`src/rtl/any1_pkg.sv`:
```
// any1_pkg: shared types and constants for the any1 front end.
// Defines the decoded-instruction record (sDecode) passed from the decoder to
// rename/issue, and the default sizing of the decode queue.
package any1_pkg;

  // Default decode-queue sizing.
  localparam int DQ_DEPTH = 8;
  localparam int DQ_AFULL = 6;

  typedef struct packed {
    logic [63:0] val;
  } sImm;

  typedef struct packed {
    logic [31:0] ip;      // instruction pointer
    logic [7:0]  opcode;
    logic [5:0]  Ra;
    logic [5:0]  Rb;
    logic [5:0]  Rt;
    sImm         imm;
    logic [3:0]  Stream;  // hardware thread / stream id
    logic [4:0]  rid;     // reorder id hint
    logic        ui;      // unimplemented instruction
    logic        nop;
  } sDecode;

endpackage

```
`src/rtl/any1_decode_queue.sv`:
```
// any1_decode_queue: in-order FIFO decoupling the decoder from rename/issue.
// Ports:
//   clk_i, rst_ni          clock, asynchronous active-low reset
//   flush_i                discard every held record (push/pop that cycle ignored)
//   dec_v_i, dec_i         record presented by the decoder
//   dec_rdy_o              queue can accept a record (not full)
//   deq_v_o, deq_o         oldest held record, valid when not empty
//   deq_rdy_i              consumer takes deq_o this cycle
//   count_o                occupancy
//   afull_o, empty_o       occupancy >= AFULL, occupancy == 0
// Every output is driven from registered state only.
module any1_decode_queue
  import any1_pkg::*;
#(
  parameter int DEPTH = DQ_DEPTH,
  parameter int AFULL = DQ_AFULL
) (
  input  logic                     clk_i,
  input  logic                     rst_ni,
  input  logic                     flush_i,
  input  logic                     dec_v_i,
  input  sDecode                   dec_i,
  output logic                     dec_rdy_o,
  output logic                     deq_v_o,
  output sDecode                   deq_o,
  input  logic                     deq_rdy_i,
  output logic [$clog2(DEPTH):0]   count_o,
  output logic                     afull_o,
  output logic                     empty_o
);

  localparam int AW = $clog2(DEPTH);
  localparam int CW = AW + 1;
  localparam logic [CW-1:0] FULL_CNT  = CW'(DEPTH);
  localparam logic [CW-1:0] AFULL_CNT = CW'(AFULL);

  sDecode          mem [DEPTH];
  logic [AW-1:0]   rp;
  logic [AW-1:0]   wp;
  logic [CW-1:0]   cnt;
  logic            push;
  logic            pop;

  assign dec_rdy_o = (cnt != FULL_CNT);
  assign deq_v_o   = (cnt != '0);
  assign empty_o   = (cnt == '0);
  assign afull_o   = (cnt >= AFULL_CNT);
  assign count_o   = cnt;
  assign deq_o     = mem[rp];

  // A full queue refuses a push even if a pop happens in the same cycle, so
  // dec_rdy_o never depends on deq_rdy_i.
  assign push = dec_v_i && dec_rdy_o && !flush_i;
  assign pop  = deq_v_o && deq_rdy_i && !flush_i;

  // Control state: pointers and occupancy.
  always_ff @(posedge clk_i or negedge rst_ni) begin
    if (!rst_ni) begin
      rp  <= '0;
      wp  <= '0;
      cnt <= '0;
    end else if (flush_i) begin
      rp  <= '0;
      wp  <= '0;
      cnt <= '0;
    end else begin
      if (push) wp <= wp + 1'b1;
      if (pop)  rp <= rp + 1'b1;
      case ({push, pop})
        2'b10:   cnt <= cnt + 1'b1;
        2'b01:   cnt <= cnt - 1'b1;
        default: cnt <= cnt;
      endcase
    end
  end

  // Record storage; contents are never cleared, pointers alone define validity.
  always_ff @(posedge clk_i) begin
    if (push) mem[wp] <= dec_i;
  end

endmodule

```
`config.mk`:
```
export PLATFORM = sky130hd
export DESIGN_NAME = any1_decode_queue
export DESIGN_NICKNAME = d
export VERILOG_FILES = /design/src/rtl/any1_pkg.sv /design/src/rtl/any1_decode_queue.sv
export SDC_FILE = /design/constraint.sdc
export NUM_CORES = 1
export LEC_CHECK = 0
export CAP_MARGIN = 10
export CORE_MARGIN = 8
export CORE_UTILIZATION = 58
export CTS_BUF_LIST = sky130_fd_sc_hd__clkbuf_8 sky130_fd_sc_hd__clkbuf_16
export DETAILED_ROUTE_END_ITERATION = 8
export PLACE_DENSITY = 0.82
export SYNTH_ARGS = -nofsm -noshare
export SYNTH_HDL_FRONTEND = slang
export SYNTH_SLANG_ARGS = --single-unit
export TNS_END_PERCENT = 10
```
`constraint.sdc`:
```
create_clock -name clk_i -period 15 [get_ports clk_i]
set_input_delay 3.75 -clock clk_i [delete_from_list [all_inputs] [get_ports clk_i]]
set_output_delay 3.75 -clock clk_i [all_outputs]
set_load 0.02 [all_outputs]
```
Figure 1. Clock routing (run 1).
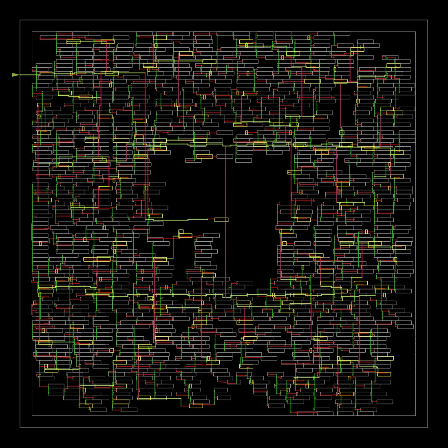
Sink Count: 1074
clk pwr: 0.00246 W

Figure 2. I/O nets highlighted (run 1).
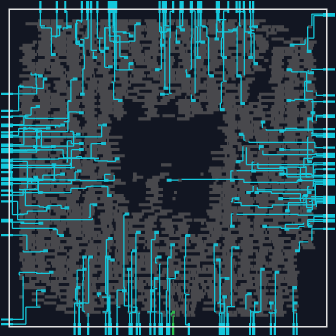
cyan -> deq_o  # bits 133, direction output, edge 36 north, 34 east, 32 south, 31 west, end cells 133, buffers 133, wire 7750 um
green -> afull_o  # bits 1, direction output, edge south, end cells 1, buffers 1, wire 12.7 um
I/O pins: 279
PortBufs: 278

==> flow_summary.ini, run 1 <==
; physical design summary
[status]
outcome = complete, no violations

[cts]
numCtsBuffers = 104
post_cts_buffers = 0
ctsHoldBuffers = 0
htreeDepth = 3
insertion_delay_ns = 0.66

[global_routing]
antenna_found_initial = 12
track_usage = 0.209
grtUsageMet1 = 0.260
grtUsageMet2 = 0.366

[logic_synthesis]
synthTopCellsByArea = edfxtp_1 (79%), mux4_2 (15%), mux2_2 (3.7%), dfrtp_1 (0.62%), clkbuf_1 (0.40%)
synth-seq-cells = 1074
synthTopLogicFamily = multiplexers
ys_sh_aoi = 0.00201
ys_sh_adder = 0.00173
yosysTopAreaCellShare = 0.790
yosys_cells = 1614
synth-edff-count = 1064

[die]
fp.dieW_um = 280
coreArea_um2 = 69500
fp_util = 0.582

[power]
clkPwrFrac = 0.323
top_power_group = sequential cells
ir_drop_v = 0.000148

[timing]
maxSlewHeadroom = 0.199
worst_pin_slew_ns = 1.20

[layout]
final_cell_mix = edfxtp_1 (1064), clkdlybuf4s50_1 (278), mux4_2 (266)
stdcell_area_um2 = 47700
fillerInstances = 4086

[detailed_routing]
drt-initial-drc-count = 1539
drc = 0
drt_first_pass_iters = 5
top_layer = met5

[worst_setup_path]
reg2reg_to = mem[4][58]$_DFFE_PP_
start_kind = flop
reg2reg_slack_ns = 11.32
path_cells = buf_4 -> buf_4 -> mux4_2 -> mux2_2 -> clkdlybuf4s50_1
critPathTopFamily = buffers and inverters
crit_path_start = rp[0]$_DFFE_PN0P_
r2r-start = count_o[1]$_DFFE_PN0P_
Figure 3. Register map, names as in the netlist (run 1).
Bar = 100 um.
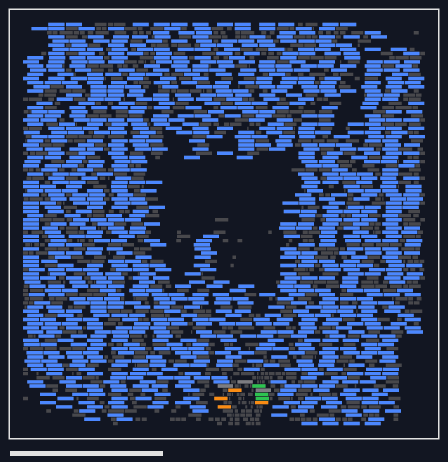
green -> wp  # placed flops 3
orange -> count_o  # placed flops 4, where south
blue -> mem  # placed flops 1064, where all over the die
Seq power: 0.00348 W
flop share of the area: 0.676
register area: 32200 um^2
final core occ: 0.685

==> run 1: registers in the layout, indices dropped and copies added (netlist names) <==
signal	cells
count_o	4
mem	1064
rp	3
wp	3
==> run 1: worst reg2reg max path, cell delays in order (launching register included) <==
cell and delay (ns):
dfrtp_1 0.54, or4b_1 0.35, nand2_1 0.15, or3_1 0.49, nor2_4 0.83, buf_4 0.87
==> run 1: synthesized netlist by cell type (2+ instances only) <==
cell,number
mux4_2,266
ha_1,4
buf_2,27
mux2_2,133
nand2_1,4
a21oi_1,3
clkbuf_1,43
nor3_1,3
edfxtp_1,1064
buf_1,7
xor2_1,3
nor2_1,15
xnor2_1,3
nand3_1,4
dfrtp_1,10
or4b_1,2
nand2b_1,2
a211oi_1,3
mux2i_1,4
## Run 2: what changed since run 1
CORE_UTILIZATION = 53   (was 58)
PLACE_DENSITY = 0.79   (was 0.82)
clock period = 7.5 ns   (was 15 ns; I/O delays follow)
Figure 4. Clock routing (run 2).
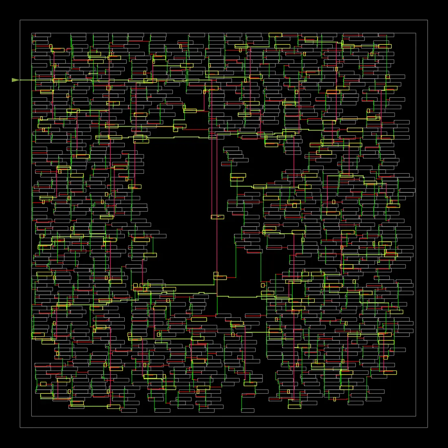
Setup Skew: 0.0266 ns
CTS buffer count: 107
Seq cells: 1074
clk pwr: 0.00531 W

==> run 2 against run 1 <==
Compared with the run above:
- final cell count up 1.8%
- sequential power is 100% higher
- synthesized cell count unchanged
- worst setup slack got worse by 4.6 ns
- highest routed layer unchanged
==> flow_summary.ini, run 2 <==
; physical design summary
[worst_setup_path]
start_kind = flop
max_stage_delay_ns = 1.01
path_cells = buf_4 -> mux4_2 -> mux2_2 -> clkdlybuf4s50_1
reg2reg_to = mem[4][83]$_DFFE_PP_
reg2reg_slack_ns = 4.21
r2r-start = count_o[0]$_DFFE_PN0P_
crit_path_start = rp[0]$_DFFE_PN0P_

[cts]
insertion_delay_ns = 0.66
ctsHoldBuffers = 0

[layout]
stdcell_area_um2 = 48300
utilization = 0.638
regMostFlops = mem
largest_reg_flops = 1064
sh_seq_area = 0.667
fillerInstances = 4780
final_cell_mix = edfxtp_1 (1064), clkdlybuf4s50_1 (278), mux4_2 (266)
instances_no_fill = 3037

[detailed_routing]
top_layer = met5
drt_first_pass_iters = 5

[timing]
maxSlewHeadroom = 0.242
worst_pin_slew_ns = 1.12

[power]
clkPwrFrac = 0.340
ir_drop_v = 0.000259
powerSeq_w = 0.00696

[status]
outcome = complete, no violations

[global_routing]
antenna_found_initial = 14
track_usage = 0.188

[placement]
io_buffers = 278

[die]
fp_util = 0.534
fp.dieW_um = 292
io_pins = 279
coreArea_um2 = 75700

[logic_synthesis]
top_cells_by_count = edfxtp_1 (1064), mux4_2 (266), mux2_2 (133)
synth-seq-cells = 1074
yosys_cells = 1614
synthTopCellsByArea = edfxtp_1 (79%), mux4_2 (15%), mux2_2 (3.7%), dfrtp_1 (0.62%), clkbuf_1 (0.40%)
yosysTopAreaCellShare = 0.790
synth-edff-count = 1064
synth.most_common_cell = edfxtp_1
[run 2: cell counts after synthesis]
Identical to the previous run, type by type.
[run 2: layer usage]
metal / global-route usage / vias to the layer above
met5: 0 / -
met4: 0.0523 / 8
met3: 0.0466 / 133
met2: 0.330 / 569
met1: 0.234 / 9503
li1: - / 7664
[run 2: kinds of logic (layout without fill, tap and decap cells)]
group,after synthesis,count (layout),synth area share
flip-flops,1074,1074,0.796
multiplexers,403,403,0.186
buffers and inverters,79,514,0.00835
AND/OR/NAND/NOR,36,36,0.00449
AND-OR/OR-AND,11,11,0.00201
XOR/XNOR,6,6,0.00130
adder cells (fa/ha/maj),5,5,0.00173
other,0,10,0
## Run 3: what changed since run 2
clock period = 4.6 ns   (was 7.5 ns; I/O delays follow)
Figure 5. I/O nets highlighted (run 3).
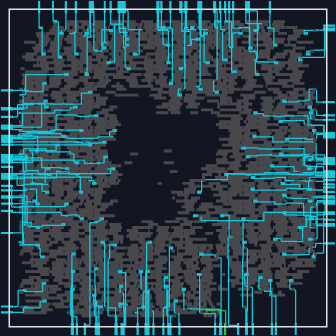
green -> afull_o  # bits 1, direction output, edge south, end cells 1, buffers 1, wire 29.8 um
cyan -> deq_o  # bits 133, direction output, edge 35 east, 34 north, 33 west, 31 south, end cells 133, buffers 133, wire 7830 um

==> run 3 against run 2 <==
Compared with the run above:
- first-iteration DRC count up 5.7%
- synthesized cell count stayed put
- synthesized area unchanged
- die area unchanged
- critical path depth is 1 higher
- combinational power up 74%
- total power up 63%
- largest cell class unchanged
- critical endpoint is now deq_o[101]
==> flow_summary.ini, run 3 <==
; physical design summary
[layout]
stdcell_area_um2 = 48700
instances_no_fill = 3054
utilization = 0.644
seqCellArea_um2 = 32200
regMostFlops = mem
sh_seq_area = 0.661
largest_reg_flops = 1064
fillerInstances = 4697

[cts]
cts_sinks = 1074
htreeDepth = 3
insertion_delay_ns = 0.65
ctsHoldBuffers = 0
post_cts_buffers = 1

[logic_synthesis]
yosysTopAreaCellShare = 0.790
synthTopCellsByArea = edfxtp_1 (79%), mux4_2 (15%), mux2_2 (3.7%), dfrtp_1 (0.62%), clkbuf_1 (0.40%)
synth-edff-count = 1064
top_cells_by_count = edfxtp_1 (1064), mux4_2 (266), mux2_2 (133)
synth-seq-cells = 1074
ys_sh_adder = 0.00173
ys_sh_mux = 0.186
synth.most_common_cell = edfxtp_1
yosys_cells = 1614

[worst_setup_path]
critPathTopFamily = buffers and inverters
max_stage_delay_ns = 0.63
start_kind = flop
path_cells = buf_12 -> buf_12 -> mux4_2 -> mux2_2 -> clkdlybuf4s50_1

[detailed_routing]
top_layer = met5

[power]
p_clk_w = 0.00844
clkPwrFrac = 0.330
top_power_group = sequential cells
powerSeq_w = 0.0113

[global_routing]
grt_use_met3 = 0.0407
track_usage = 0.195
grtUsageMet1 = 0.253
antenna_found_initial = 8
grtUsageMet2 = 0.339

[die]
coreArea_um2 = 75700
io_pins = 279

[timing]
worst_pin_slew_ns = 1.02
skew_ns = 0.0154

[status]
outcome = complete, no violations
==> run 3: worst paths after layout <==
| kind | startpoint | to | slack (ns) | cells after the start |
|---|---|---|---|---|
| worst max-delay path | rp[0]$_DFFE_PN0P_ | deq_o[101] | 0.22 | 5 |
| worst min-delay path | wp[0]$_DFFE_PN0P_ | wp[0]$_DFFE_PN0P_ | 0.63 | 2 |
| worst max register to register | count_o[1]$_DFFE_PN0P_ | count_o[3]$_DFFE_PN0P_ | 1.48 | 8 |
| worst min register to register | wp[0]$_DFFE_PN0P_ | wp[0]$_DFFE_PN0P_ | 0.63 | 2 |
| max in group asynchronous | rst_ni | rp[2]$_DFFE_PN0P_ | 3.37 | 1 |
| min in group asynchronous | rst_ni | count_o[0]$_DFFE_PN0P_ | 0.84 | 1 |
Power and IR drop assume default switching activity.
